**src/rtl/ram_param_limpa_pkg.sv**
```systemverilog
// Shared definitions for the parametrised RAM with its clear engine:
// FSM state encoding and the address-width helper.
package ram_param_pkg;

  // OCIOSO serves user accesses; LIMPANDO sweeps VALOR_INI through the array.
  typedef enum logic {
    OCIOSO   = 1'b0,
    LIMPANDO = 1'b1
  } estado_t;

  // Address width for a given depth, never narrower than one bit.
  function automatic int calc_addr_w(input int profundidade);
    int w;
    w = $clog2(profundidade);
    if (w < 1) begin
      w = 1;
    end
    return w;
  endfunction

endpackage

```
**src/rtl/ram_param_limpa_if.sv**
```systemverilog
// Access bus of the parametrised RAM.
//
// Protocol: the requester raises enable for exactly the cycles it wants an
// access; each enabled cycle is one request (write_enable selects write or
// read) and there is no ready/backpressure while ocupado=0. While ocupado=1
// every request is silently dropped. A read is answered one edge later by a
// single-cycle dado_valido pulse with dados_out holding the word; an
// out-of-range request is answered by a single-cycle erro_addr pulse instead.
interface ram_param_limpa_if #(
  parameter int LARGURA = 16,
  parameter int ADDR_W  = 3
);
  logic               enable;
  logic               write_enable;
  logic [ADDR_W-1:0]  addr;
  logic [LARGURA-1:0] dados_in;
  logic               limpar;
  logic [LARGURA-1:0] dados_out;
  logic               dado_valido;
  logic               erro_addr;
  logic               ocupado;

  modport master (
    output enable, write_enable, addr, dados_in, limpar,
    input  dados_out, dado_valido, erro_addr, ocupado
  );

  modport slave (
    input  enable, write_enable, addr, dados_in, limpar,
    output dados_out, dado_valido, erro_addr, ocupado
  );
endinterface

```
**src/rtl/ram_param_limpa_nucleo.sv**
```systemverilog
// Storage core: synchronous array with one write port and one registered
// read port. The read register can also be forced to zero (used for
// out-of-range reads) and is the only state here with a reset.
module ram_nucleo #(
  parameter int LARGURA      = 16,
  parameter int PROFUNDIDADE = 8,
  parameter int ADDR_W       = 3
) (
  input  logic               clk,
  input  logic               reset,
  input  logic               we,
  input  logic [ADDR_W-1:0]  waddr,
  input  logic [LARGURA-1:0] wdata,
  input  logic               re,
  input  logic               rzero,
  input  logic [ADDR_W-1:0]  raddr,
  output logic [LARGURA-1:0] rdata
);

  logic [LARGURA-1:0] mem [PROFUNDIDADE];
  logic [LARGURA-1:0] rdata_d;
  logic [LARGURA-1:0] rdata_q;

  // Array write; contents are deliberately not reset, the clear sweep does that.
  always_ff @(posedge clk) begin
    if (we) begin
      mem[waddr] <= wdata;
    end
  end

  // Next read-register value: hold, load a word, or clear on a bad address.
  always_comb begin
    rdata_d = rdata_q;
    if (rzero) begin
      rdata_d = '0;
    end else if (re) begin
      rdata_d = mem[raddr];
    end
  end

  // Read data register, cleared asynchronously so dados_out is never unknown.
  always_ff @(posedge clk or posedge reset) begin
    if (reset) begin
      rdata_q <= '0;
    end else begin
      rdata_q <= rdata_d;
    end
  end

  assign rdata = rdata_q;

endmodule

```
**src/rtl/ram_param_limpa.sv**
```systemverilog
// Parametrised single-port RAM with registered, valid-qualified read data,
// address range checking and a clear engine that writes VALOR_INI to every
// word after reset and whenever limpar is sampled high while idle.
module ram_param_limpa
  import ram_param_pkg::*;
#(
  parameter int                 LARGURA      = 16,
  parameter int                 PROFUNDIDADE = 8,
  parameter logic [LARGURA-1:0] VALOR_INI    = '0
) (
  input  logic                clk,
  input  logic                reset,
  ram_param_limpa_if.slave    bus,
  output estado_t             estado_dbg
);

  localparam int ADDR_W = calc_addr_w(PROFUNDIDADE);
  // Depth widened by one bit so the range compare works for any depth.
  localparam logic [ADDR_W:0]   PROF_EXT = (ADDR_W + 1)'(PROFUNDIDADE);
  localparam logic [ADDR_W-1:0] ULTIMO   = ADDR_W'(PROFUNDIDADE - 1);

  estado_t             estado_d, estado_q;
  logic [ADDR_W-1:0]   ponteiro_d, ponteiro_q;
  logic                valido_d, valido_q;
  logic                erro_d, erro_q;

  logic                addr_ok;
  logic                mem_we;
  logic [ADDR_W-1:0]   mem_waddr;
  logic [LARGURA-1:0]  mem_wdata;
  logic                rd_en;
  logic                rd_zero;

  assign addr_ok = ({1'b0, bus.addr} < PROF_EXT);

  // Next state, sweep pointer, write-port mux and response pulses.
  always_comb begin
    estado_d   = estado_q;
    ponteiro_d = ponteiro_q;
    valido_d   = 1'b0;
    erro_d     = 1'b0;
    mem_we     = 1'b0;
    mem_waddr  = ponteiro_q;
    mem_wdata  = VALOR_INI;
    rd_en      = 1'b0;
    rd_zero    = 1'b0;
    case (estado_q)
      LIMPANDO: begin
        // One word per cycle; user requests and limpar are ignored here.
        mem_we = 1'b1;
        if (ponteiro_q == ULTIMO) begin
          estado_d   = OCIOSO;
          ponteiro_d = '0;
        end else begin
          ponteiro_d = ponteiro_q + ADDR_W'(1);
        end
      end
      OCIOSO: begin
        if (bus.limpar) begin
          // Clear request wins; any access in this cycle is dropped.
          estado_d   = LIMPANDO;
          ponteiro_d = '0;
        end else if (bus.enable) begin
          if (!addr_ok) begin
            erro_d  = 1'b1;
            rd_zero = !bus.write_enable;
          end else if (bus.write_enable) begin
            mem_we    = 1'b1;
            mem_waddr = bus.addr;
            mem_wdata = bus.dados_in;
          end else begin
            rd_en    = 1'b1;
            valido_d = 1'b1;
          end
        end
      end
      default: begin
        estado_d   = LIMPANDO;
        ponteiro_d = '0;
      end
    endcase
  end

  // Control registers; reset lands in LIMPANDO so the sweep starts at once.
  always_ff @(posedge clk or posedge reset) begin
    if (reset) begin
      estado_q   <= LIMPANDO;
      ponteiro_q <= '0;
      valido_q   <= 1'b0;
      erro_q     <= 1'b0;
    end else begin
      estado_q   <= estado_d;
      ponteiro_q <= ponteiro_d;
      valido_q   <= valido_d;
      erro_q     <= erro_d;
    end
  end

  ram_nucleo #(
    .LARGURA      (LARGURA),
    .PROFUNDIDADE (PROFUNDIDADE),
    .ADDR_W       (ADDR_W)
  ) u_nucleo (
    .clk   (clk),
    .reset (reset),
    .we    (mem_we),
    .waddr (mem_waddr),
    .wdata (mem_wdata),
    .re    (rd_en),
    .rzero (rd_zero),
    .raddr (bus.addr),
    .rdata (bus.dados_out)
  );

  assign bus.dado_valido = valido_q;
  assign bus.erro_addr   = erro_q;
  assign bus.ocupado     = (estado_q == LIMPANDO);
  assign estado_dbg      = estado_q;

endmodule

```
**src/flat_wrapper.sv**
```systemverilog
// flat-port wrapper written by rule: the top's interface ports become plain ports
module ram_param_limpa_flat import ram_param_pkg::*;
#(
  parameter int                 LARGURA      = 16,
  parameter int                 PROFUNDIDADE = 8,
  parameter logic [LARGURA-1:0] VALOR_INI    = '0
)
  (clk, reset, estado_dbg, bus_enable, bus_write_enable, bus_addr, bus_dados_in, bus_limpar, bus_dados_out, bus_dado_valido, bus_erro_addr, bus_ocupado);
  ram_param_limpa_if #(.LARGURA(LARGURA), .ADDR_W(3)) bus_i ();
  input  logic clk;
  input  logic reset;
  output estado_t estado_dbg;
  input wire logic [$bits(bus_i.enable)-1:0] bus_enable;
  input wire logic [$bits(bus_i.write_enable)-1:0] bus_write_enable;
  input wire logic [$bits(bus_i.addr)-1:0] bus_addr;
  input wire logic [$bits(bus_i.dados_in)-1:0] bus_dados_in;
  input wire logic [$bits(bus_i.limpar)-1:0] bus_limpar;
  output wire logic [$bits(bus_i.dados_out)-1:0] bus_dados_out;
  output wire logic [$bits(bus_i.dado_valido)-1:0] bus_dado_valido;
  output wire logic [$bits(bus_i.erro_addr)-1:0] bus_erro_addr;
  output wire logic [$bits(bus_i.ocupado)-1:0] bus_ocupado;
  assign bus_i.enable = bus_enable;
  assign bus_i.write_enable = bus_write_enable;
  assign bus_i.addr = bus_addr;
  assign bus_i.dados_in = bus_dados_in;
  assign bus_i.limpar = bus_limpar;
  assign bus_dados_out = bus_i.dados_out;
  assign bus_dado_valido = bus_i.dado_valido;
  assign bus_erro_addr = bus_i.erro_addr;
  assign bus_ocupado = bus_i.ocupado;
  ram_param_limpa #(.LARGURA(LARGURA), .PROFUNDIDADE(PROFUNDIDADE), .VALOR_INI(VALOR_INI)) u_core (.clk(clk), .reset(reset), .bus(bus_i), .estado_dbg(estado_dbg));
endmodule
```
**config.mk**
```make
export PLATFORM = sky130hd
export DESIGN_NAME = ram_param_limpa_flat
export DESIGN_NICKNAME = d
export VERILOG_FILES = /design/src/rtl/ram_param_limpa_pkg.sv /design/src/rtl/ram_param_limpa_if.sv /design/src/rtl/ram_param_limpa_nucleo.sv /design/src/rtl/ram_param_limpa.sv /design/src/flat_wrapper.sv
export SDC_FILE = /design/constraint.sdc
export NUM_CORES = 1
export LEC_CHECK = 0
export CORE_AREA = 2 2 182 140
export CTS_CLUSTER_SIZE = 40
export DETAILED_ROUTE_END_ITERATION = 10
export DIE_AREA = 0 0 184 142
export GPL_TIMING_DRIVEN = 0
export PLACE_DENSITY = 0.37
export SLEW_MARGIN = 15
export SYNTH_ARGS = -nofsm -noshare
export SYNTH_HDL_FRONTEND = slang
export SYNTH_HIERARCHICAL = 1
export SYNTH_SLANG_ARGS = --single-unit
```
**constraint.sdc**
```tcl
create_clock -name clk -period 8.4 [get_ports clk]
set_clock_uncertainty 0.05 [all_clocks]
set_input_delay 1.26 -clock clk [delete_from_list [all_inputs] [get_ports clk]]
set_output_delay 1.26 -clock clk [all_outputs]
set_load 0.05 [all_outputs]
```
==> images/m2.png <==
Scale bar: 50 um.
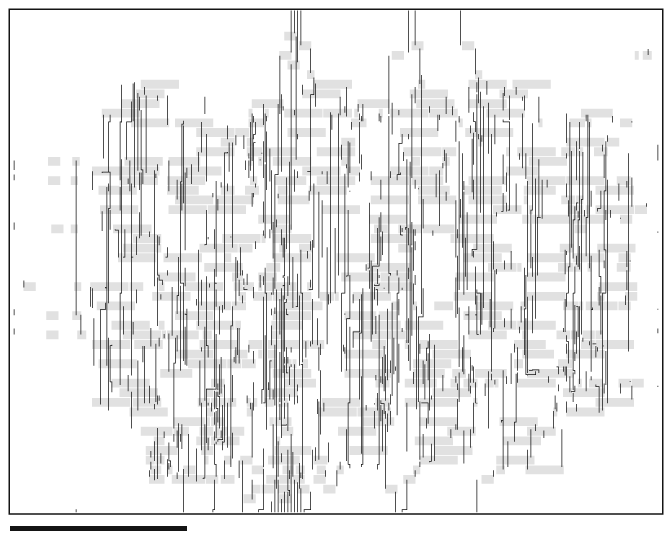
share of all routed wire: 46%
wire length on this layer: 6920 um
nets with wire on the layer: 357
main direction: vertical
longest straight run: 67.3 um
routed wire length: 14.9 mm
vias: 3123
met2 Use GR: 18.7%

==> images/closeup.png <==
Scale bar: 10 um. Window x 72 to 112, y 23 to 63 um. Cells in gray, sequential cells in the stronger gray; small squares are vias.
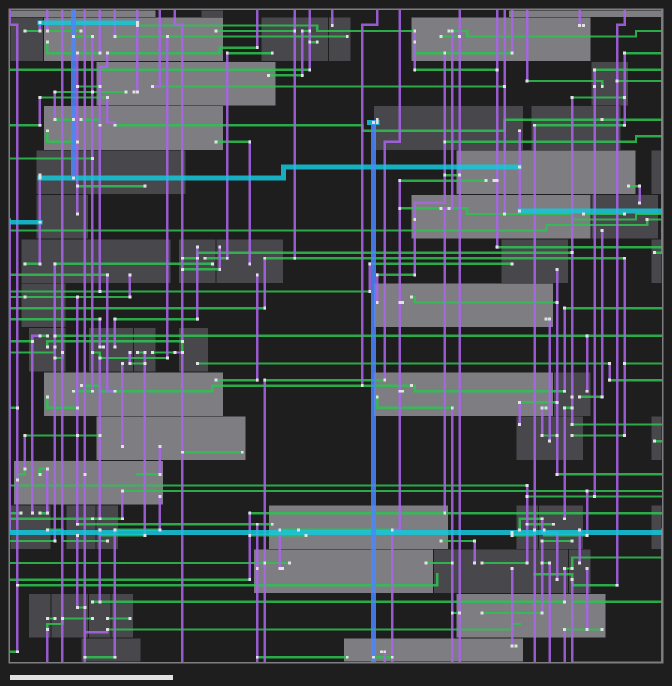
legend:
  M3:
    color: cyan
  M4:
    color: blue
  M2:
    color: purple
  M1:
    color: green
sequential cells in the window: 15
most frequent: edfxtp_1 (12)
netlist names of flops here include: u_core/u_nucleo/mem (12), u_core/u_nucleo/rdata (3)
cells with their middle in the window: 46

==> images/congestion_map.png <==
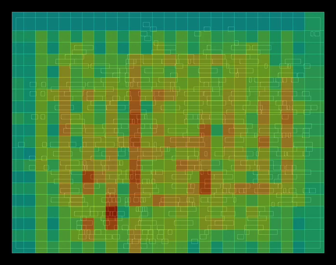
GR peak layer: met2
DR WL/cell: 20.5 um

==> images/m1.png <==
Scale bar: 50 um. Supply wires on this layer in gray.
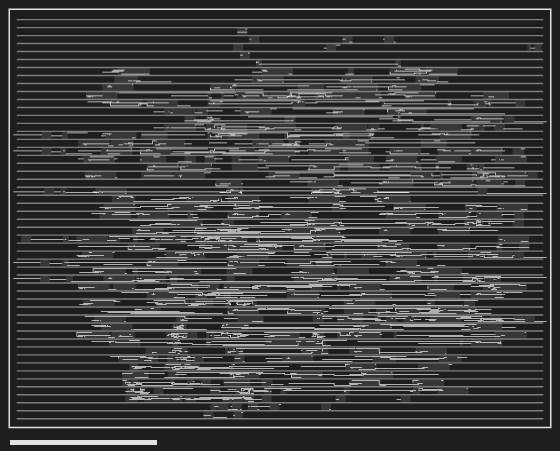
nets with wire on the layer: 407
wire length on this layer: 7480 um
main direction: horizontal
longest straight run: 61.6 um
share of all routed wire: 50%
GR Util met1: 17.1%

==> images/sizing.png <==
Scale bar: 50 um.
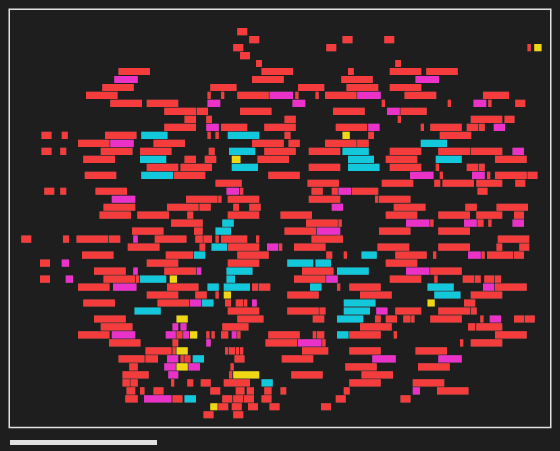
legend:
  x1 and smaller:
    color: red
    cells: 313
    share: 75%
  x2:
    color: magenta
    cells: 54
    share: 13%
  x3 and x4:
    color: yellow
    cells: 12
    share: 2.9%
  x6 and larger:
    color: cyan
    cells: 36
    share: 8.7%
area grow syn2layout: 26.3%
Setup WS post-layout: 4.70 ns

==> results.py <==
# Physical implementation metrics
metrics = {
    "final_layout": {
        "fillers": 2388,
        "largest_reg_flops": 128,
        "fin_area_mm2": 0.00756,
    },
    "critical_path": {
        "rr_worst_depth": 7,
        "crit_slowest_cell": "nor3_2",
    },
    "floorplanning": {
        "floorplan.core_util_pct": 24.5,
    },
    "status": {
        "status": "completed",
    },
    "sta": {
        "max_freq_mhz": 270,
        "hold_viol": 0,
        "min_period_ns": 3.70,
        "final.setup.tns_ns": 0,
    },
    "synth": {
        "yosys.area.top_type_share_pct": 64.2,
        "synthTopCellsByArea": "edfxtp_1, dfrtp_1, mux4_2, mux2_1, mux2_2",
    },
    "pwr": {
        "p_comb_share_pct": 19.8,
        "power_leader": "registers",
        "p_int_w": 0.00168,
    },
    "routing": {
        "first_iter_violations": 232,
        "ant_nets": 0,
    },
    "global_route": {
        "grt_pass1_vias": 3317,
    },
    "min_path": {
        "whs_endpoint": "u_core/u_nucleo/rdata[13]",
    },
    "clocking": {
        "ctsHoldBuffers": 0,
    },
}
Power is estimated from default activity; no workload was simulated.
